<file path="config.mk">
export PLATFORM = sky130hd
export DESIGN_NAME = link_master_fsm
export DESIGN_NICKNAME = d
export VERILOG_FILES = /design/src/rtl/link_master_fsm.sv
export SDC_FILE = /design/constraint.sdc
export NUM_CORES = 1
export LEC_CHECK = 0
export ABC_AREA = 1
export CAP_MARGIN = 20
export CORE_ASPECT_RATIO = 1.4
export CORE_MARGIN = 2
export CORE_UTILIZATION = 58
export CTS_BUF_LIST = sky130_fd_sc_hd__clkbuf_2 sky130_fd_sc_hd__clkbuf_4 sky130_fd_sc_hd__clkbuf_8
export CTS_CLUSTER_SIZE = 14
export DETAILED_ROUTE_END_ITERATION = 12
export GPL_ROUTABILITY_DRIVEN = 0
export HOLD_SLACK_MARGIN = 0.15
export PLACE_DENSITY_LB_ADDON = 0.25
export SYNTH_ARGS = -nofsm -noshare
export SYNTH_HDL_FRONTEND = slang
export SYNTH_SLANG_ARGS = --single-unit
</file>
<file path="constraint.sdc">
create_clock -name clk -period 2.3 [get_ports clk]
set_clock_uncertainty 0.15 [all_clocks]
set_input_delay 0.46 -clock clk [delete_from_list [all_inputs] [get_ports clk]]
set_output_delay 0.46 -clock clk [all_outputs]
set_load 0.05 [all_outputs]
</file>
<file path="src/rtl/link_master_fsm.sv">
// rtl/link_master_fsm.sv - upstream sender for the 4-phase req/ack byte link
//
// Accepts bytes from a producer on a valid/ready port, buffers them in a
// DEPTH-entry FIFO and sends them one at a time to the link slave over a
// 4-phase req/ack handshake.
//
// Parameters:
//   DEPTH       FIFO entries (power of two, >= 2)
//   TIMEOUT     max cycles spent in REQ waiting for ack=1 (1..255)
// Ports:
//   clk         clock, rising edge
//   rst         synchronous active-high reset
//   in_valid    producer has a byte
//   in_data     producer byte
//   in_ready    FIFO can accept a byte
//   ack         acknowledge from the link slave
//   req         request to the slave (registered)
//   data_out    byte under transfer (registered, stable while req=1)
//   busy        FIFO non-empty or FSM not idle
//   sent_count  bytes completed by a full handshake (wraps)
//   timeout_err sticky ack-timeout flag
module link_master_fsm #(
    parameter int DEPTH   = 4,
    parameter int TIMEOUT = 15
) (
    input  logic       clk,
    input  logic       rst,
    input  logic       in_valid,
    input  logic [7:0] in_data,
    output logic       in_ready,
    input  logic       ack,
    output logic       req,
    output logic [7:0] data_out,
    output logic       busy,
    output logic [7:0] sent_count,
    output logic       timeout_err
);

    localparam int            AW       = $clog2(DEPTH);
    localparam logic [AW:0]   DEPTH_C  = (AW + 1)'(DEPTH);
    localparam logic [7:0]    TMO_LAST = 8'(TIMEOUT - 1);

    typedef enum logic [1:0] {
        IDLE,
        REQ,
        WAIT_ACK_LOW
    } state_t;

    state_t        state;
    logic [7:0]    mem [DEPTH];
    logic [AW-1:0] rd_ptr;
    logic [AW-1:0] wr_ptr;
    logic [AW:0]   count;
    logic [7:0]    tmo_cnt;
    logic          xfer_good;
    logic          push;
    logic          pop;

    // in_ready looks only at the registered count, so a full FIFO refuses a
    // push even when a launch frees an entry on the same edge.
    assign in_ready = (count < DEPTH_C);
    assign push     = in_valid && in_ready;
    // The only consumer of the FIFO is the IDLE->REQ launch.
    assign pop      = (state == IDLE) && (count != '0);
    assign busy     = (state != IDLE) || (count != '0);

    always_ff @(posedge clk) begin
        if (rst) begin
            state       <= IDLE;
            req         <= 1'b0;
            data_out    <= 8'h00;
            sent_count  <= 8'h00;
            timeout_err <= 1'b0;
            rd_ptr      <= '0;
            wr_ptr      <= '0;
            count       <= '0;
            tmo_cnt     <= 8'h00;
            xfer_good   <= 1'b0;
        end else begin
            if (push) begin
                mem[wr_ptr] <= in_data;
                wr_ptr      <= wr_ptr + AW'(1);
            end
            if (pop) begin
                rd_ptr <= rd_ptr + AW'(1);
            end
            case ({push, pop})
                2'b10:   count <= count + (AW + 1)'(1);
                2'b01:   count <= count - (AW + 1)'(1);
                default: count <= count;
            endcase

            case (state)
                IDLE: begin
                    if (count != '0) begin
                        data_out <= mem[rd_ptr];
                        req      <= 1'b1;
                        tmo_cnt  <= 8'h00;
                        state    <= REQ;
                    end
                end
                REQ: begin
                    if (ack) begin
                        req       <= 1'b0;
                        xfer_good <= 1'b1;
                        state     <= WAIT_ACK_LOW;
                    end else if (tmo_cnt == TMO_LAST) begin
                        // Give up on this byte; it is dropped, not retried.
                        req         <= 1'b0;
                        timeout_err <= 1'b1;
                        xfer_good   <= 1'b0;
                        state       <= WAIT_ACK_LOW;
                    end else begin
                        tmo_cnt <= tmo_cnt + 8'd1;
                    end
                end
                WAIT_ACK_LOW: begin
                    // A late ack only stretches this state; req stays low.
                    if (!ack) begin
                        state <= IDLE;
                        if (xfer_good) begin
                            sent_count <= sent_count + 8'd1;
                        end
                    end
                end
                default: begin
                    req   <= 1'b0;
                    state <= IDLE;
                end
            endcase
        end
    end

endmodule

</file>
run_1/met2.png
(6 px per um)
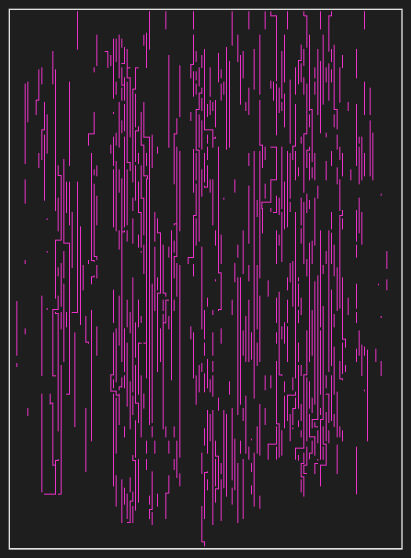
wire length on this layer	3210 um
main direction	vertical
longest straight run	47.9 um
share of all routed wire	53%
nets with wire on the layer	335
final wirelength: 6060 um
met2 Track Usage GR: 0.409
DR vias: 2404

run_1/final_congestion.png
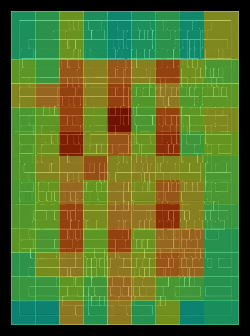
routed len/inst: 13.2 um
Total GRT Usage: 0.222
global route hottest layer: met2
GRT met3 Usage: 0.0499

==> impl_metrics.yaml, run 1 <==
# physical design summary
place:
  placed_cell_area_um2: 3460
yosys:
  synthTopLogicFamily: "simple AND/OR/NAND/NOR gates"
  synthMuxAreaShare: 0
  synth_top_cell_by_count: "nor2_1"
  numSynthFlops: 68
run_status:
  run_status: "complete, no violations"
detailed_routing:
  vias_per_cell: 5.24
  ant_nets: 0
  dr.pass1.iters: 4
worst_setup_path:
  path_cells: "nor2_1 -> nand3_1 -> dlygate4sd2_1"
  reg2reg_depth: 10
  cp_num_buf_inv: 1
  endpoint_kind: "primary output"
hold_path:
  hold_depth: 2
  min_path_type: "reg2reg"
final_layout:
  nNetsFinal: 409
  fin_cells: 459
  areaGrowthSynthToFinish_pct: 20.4
floorplan:
  dieHeight_um: 89.7
  pin_count: 32
grt:
  grt_max_degree: 24
final_timing:
  rsz0062_at_grt: "no"
run_1/met1.png
(6 px per um) Supply wires on this layer in gray.
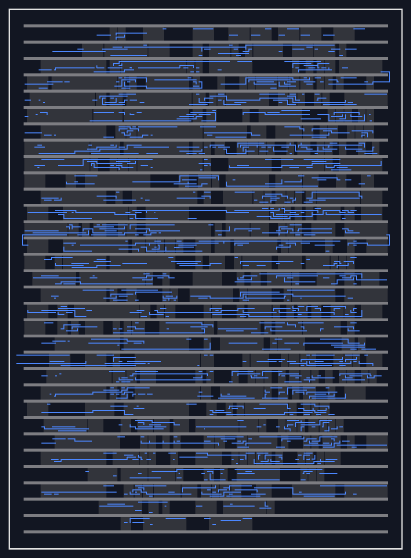
main direction	horizontal
wire length on this layer	2530 um
nets with wire on the layer	374
longest straight run	23.5 um
share of all routed wire	42%
met1 usage: 0.238

-- run 1: area by class of cell --
type | count | area (um^2) | share of cell area
inverter | 45 | 169 | 0.0461
tap | 66 | 82.6 | 0.0225
multi-input combinational | 223 | 1140 | 0.311
clock buffer | 9 | 124 | 0.0338
timing repair buffer | 41 | 384 | 0.105
sequential | 68 | 1680 | 0.459
clock inverter | 7 | 82.6 | 0.0225
-- run 1: final timing paths --
path	end	slack, ns	startpoint
worst max register to register	count[2]	0.22	state[0]
worst min register to register	req	0.32	req
worst max-delay path	busy	0.08	state[0]
worst min-delay path	req	0.32	req
-- run 1: repair_timing --
action                                 4_1_cts  5_1_grt
gates resized                                1        0
endpoints found under the hold margin        0        0
setup endpoints to repair                    1        0
-- run 1: placed cells by master, fill, tap and decap left out, types with 5 or more instances in the layout --
master / netlist / layout
a21oi_1: 16 / 16
nand2_4: 5 / 5
nor2_1: 64 / 64
o22ai_1: 8 / 8
dfxtp_1: 36 / 36
buf_4: 2 / 10
nand2_1: 55 / 55
ha_1: 8 / 8
clkdlybuf4s50_1: 0 / 30
inv_1: 42 / 42
nand3_1: 12 / 12
clkbuf_8: 0 / 9
edfxtp_1: 32 / 32
o21ai_0: 36 / 36
-- run 1: routing by layer --
metal,global-route usage,up-vias,share of wire
met5,0,-,0
met1,0.238,1135,0.42
li1,-,1212,-
met2,0.409,48,0.53
met4,0.110,0,0.018
met3,0.0499,9,0.035
-- run 1: kinds of logic (layout without fill, tap and decap cells) --
| group | Yosys count | in the layout |
|---|---|---|
| flops | 68 | 68 |
| fa+ha+maj | 9 | 9 |
| compound gates | 66 | 66 |
| buf+inv | 54 | 102 |
| simple gates | 148 | 148 |
-- run 1: stage by stage --
stage | worst slack (ns) | hold slack (ns)
after floorplan | 0.275 | 0.314
after global placement | 0.0508 | 0.301
after detailed placement | -0.00141 | 0.310
after CTS | 0.0554 | 0.322
after global routing | 0.0135 | 0.344
final | 0.0816 | 0.320
-- run 1: worst min-delay path, stage by stage, from the launching register on --
cell,delay [ns]
dfxtp_1,0.31
nand2_1,0.06
a21oi_1,0.05
-- run 1: power by group --
part / internal [uW] / switching (uW)
clock: 519 / 491
combinational: 483 / 1010
sequential: 1420 / 102
-- run 1: sequential cells by signal, indices dropped and copies added, names as in the netlist --
name         count
rd_ptr           2
req              1
tmo_cnt          8
count            3
xfer_good        1
sent_count       8
wr_ptr           2
state            2
data_out         8
mem             32
timeout_err      1
--- run 2 (diff from run 1) ---
- CTS_CLUSTER_DIAMETER: unset -> 150
run_2/met3.png
(6 px per um)
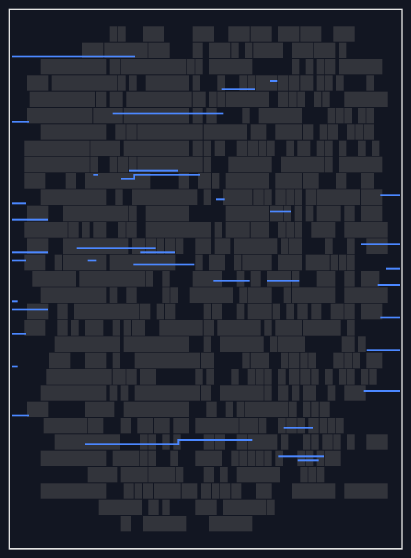
longest straight run	20.2 um
wire length on this layer	213 um
nets with wire on the layer	30
main direction	horizontal
share of all routed wire	3.5%

==> run 2 against run 1 <==
Global-route usage is the same. Highest routed layer unchanged. First-iteration DRC count unchanged. Critical path type unchanged. Via count did not move. Non-clock buffer count unchanged. Utilization stayed put. Power unchanged. Fmax unchanged. Cell count unchanged. Routed wire length unchanged. Sequential power hardly changed. Largest power group unchanged. Sequential cell count is the same. Synthesized cell count stayed put.
==> impl_metrics.yaml, run 2 <==
# physical design summary
run_status:
  run_status: "complete, no violations"
final_layout:
  largest_reg_flops: 32
  layout_top_cell: "nor2_1"
  final_cell_mix: "64 x nor2_1, 55 x nand2_1, 42 x inv_1"
  areaGrowthSynthToFinish_pct: 20.4
  top_register: "mem"
worst_setup_path:
  reg2reg_slack_ns: 0.22
  path_cells: "nor2_1 -> nand3_1 -> dlygate4sd2_1"
  r2r-start: "state[0]"
  reg2reg_to: "count[2]"
  reg2reg_depth: 10
place:
  place_ws_ns: -0.00141
  placed_cell_area_um2: 3460
yosys:
  numSynthFlops: 68
detailed_routing:
  dr.pass1.iters: 4
  ant_nets: 0
  num_vias: 2404
  vias_per_cell: 5.24
  wl_per_cell_um: 13.2
floorplan:
  dieHeight_um: 89.7
  pin_count: 32
hold_path:
  whs_endpoint: "req"
  min_path_type: "reg2reg"
  hold_depth: 2
final_timing:
  rsz0062_at_grt: "no"
  postLayoutSetupSlackWorst_ns: 0.0816
grt:
  track_usage: 0.222
==> run 2: cell counts after synthesis <==
Identical to the previous run, type by type.
==> run 2: report_power, final <==
part	total (uW)	internal [uW]	leakage [uW]	switching, uW
registers	1520	1420	0.000585	102
clock network	1010	519	0.0000988	491
logic	1490	483	0.000802	1010
==> run 2: worst max-delay path by stage <==
stage	startpoint	slack (ns)	cells past startpoint	end
after floorplan	state[0]	0.28	10	count[2]
after global placement	in_valid	0.05	9	count[2]
after detailed placement	in_valid	-0.001	9	count[2]
after CTS	state[0]	0.06	3	busy
after global routing	state[0]	0.01	3	busy
final	state[0]	0.08	3	busy
==> run 2: per-layer routing <==
metal,vias to the layer above,track usage,share of wire
met1,1135,0.238,0.42
met4,0,0.110,0.018
met2,48,0.409,0.53
li1,1212,-,-
met3,9,0.0499,0.035
met5,-,0,0
==> run 2: worst max-delay path: cells and delay by family, from the launching register on <==
| family | cells | cell delay, ns |
|---|---|---|
| buffers and inverters | 1 | 0.46 |
| AND/OR/NAND/NOR | 2 | 0.44 |
| flip-flops | 1 | 0.37 |
==> run 2: layout make-up <==
class                   count  area [um^2]  area share
flip-flops and latches     68         1680       0.459
multi-input cells         223         1140       0.311
repair buffers             41          384       0.105
inverters                  45          169      0.0461
clock buffers               9          124      0.0338
clock inverters             7         82.6      0.0225
well taps                  66         82.6      0.0225
==> run 2: what timing repair did <==
| item | CTS | global route |
|---|---|---|
| hold buffers | 0 | 0 |
| endpoints found under the setup margin | 1 | 0 |
| gates resized | 1 | 0 |
| buffers inserted | 0 | 0 |
==> run 2: kinds of logic (layout without fill, tap and decap cells) <==
| kind of cell | Yosys count | count (layout) | synth area share |
|---|---|---|---|
| simple gates | 148 | 148 | 0.218 |
| flops | 68 | 68 | 0.553 |
| compound gates | 66 | 66 | 0.117 |
| buf+inv | 54 | 102 | 0.0728 |
| fa+ha+maj | 9 | 9 | 0.0395 |
==> run 2: stage by stage <==
step | hold slack, ns | TNS, ns | power, uW
6_report | 0.320 | 0 | 4020
5_1_grt | 0.344 | 0 | 4260
4_1_cts | 0.322 | 0 | 4060
3_5_place_dp | 0.310 | -0.00141 | 3040
3_3_place_gp | 0.301 | 0 | 3000
2_1_floorplan | 0.314 | 0 | 2630
No activity file was given, so power comes from the tool's default toggle rates.
